met3.png
(4 px per um)
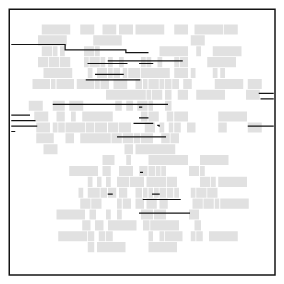
clock_map.png
(6 px per um)
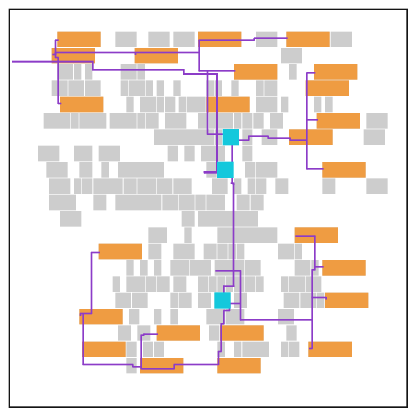
registers.png
(4 px per um)
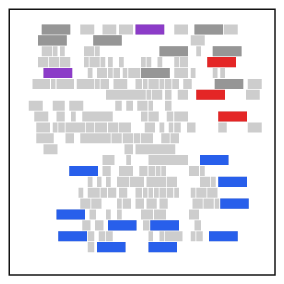
metal_stack.png
(4 px per um)
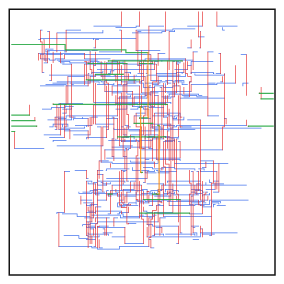
==> config.mk <==
export PLATFORM = sky130hd
export DESIGN_NAME = reset_sequencer
export DESIGN_NICKNAME = d
export VERILOG_FILES = /design/src/rtl/reset_seq_pkg.sv /design/src/rtl/reset_seq_timer.sv /design/src/rtl/reset_sequencer.sv
export SDC_FILE = /design/constraint.sdc
export NUM_CORES = 1
export LEC_CHECK = 0
export ABC_AREA = 0
export CAP_MARGIN = 20
export CORE_MARGIN = 3
export CORE_UTILIZATION = 40
export DETAILED_ROUTE_END_ITERATION = 10
export SETUP_SLACK_MARGIN = 0.15
export SLEW_MARGIN = 20
export SYNTH_ARGS = -nofsm -noshare
export SYNTH_HDL_FRONTEND = slang
export SYNTH_SLANG_ARGS = --single-unit
==> constraint.sdc <==
create_clock -name clk_i -period 3.5 [get_ports clk_i]
set_input_delay 1.05 -clock clk_i [delete_from_list [all_inputs] [get_ports clk_i]]
set_output_delay 1.05 -clock clk_i [all_outputs]
set_load 0.05 [all_outputs]
==> notes.md <==
The synthesis and place-and-route flow finished, so here is a summary.

The synthesis run shows multiplexers occupying about 1.4% of the cell area. The final worst slack came out at roughly 430 ps. Counting pins that exceed their max-slew limit in the final report gives 0.

The total number of cells along the worst setup path is 8. The number of antenna violations at the first check in global routing is 0. The run finished with clean final reports.

The share of Yosys cell area claimed by the top area cell type is 33.3%. The kind of end point of the critical path is a flip-flop. The synthesized flop and latch total is 24. Warnings raised by the tools during the run amount to 29. Of the total synthesized cell area, the portion taken by AND-OR and OR-AND cells is between 20% and 30%. The count of filler cells inserted in the layout came out at 352.

The internal reg-to-reg setup slack is 800 ps. STA classifies the critical path startpoint as an input port. The fraction of registers with async set/reset is 0%.

In this run the power spent charging and discharging nets is 0.100 mW. The final cell count without fillers is 233. The adder-cell share of the synthesized area is 4.33%. The worst hold-check path type is flip-flop to flip-flop. The detailed-route DRC error count came out at 0.
## Picture notes: met3.png
- share of all routed wire: 5.9%
- wire length on this layer: 189 um
- nets with wire on the layer: 21
- main direction: horizontal
WL final: 3240 um
fraction of met3 tracks used by global routing: 2.55%
via count of the routed design: 1306

## Picture notes: clock_map.png
- orange: flip-flops (count 24)
- purple: clock wires (length 321 um)
- cyan: cells driving clock nets (count 3)
- flops lie: all over the die
total clock network power: 0.147 mW
skew final: 2.27 ps
worst skew pair latency: 310 ps
Clock power frac: 32.4%

## Picture notes: registers.png
- blue: u_timer.cnt_q (sequential cells 11)
- purple: idx_q (sequential cells 2)
- red: state_q (sequential cells 3)
- not colored: 8
utilization of the core after routing: 49.0%
sequential portion of the cell area: 28.7%
storage element area: 480 um2
Power Sequential: 0.275 mW

## Picture notes: metal_stack.png
- red: met2 (wire length 1380 um)
- blue: met1 (wire length 1620 um)
- orange: met4 (wire length 49.6 um)
- green: met3 (wire length 189 um)
all-layer global routing usage: 16.4%
average routed wire per standard cell: 13.9 um

Power figures rest on the tool's default switching activity, not on a simulated workload.
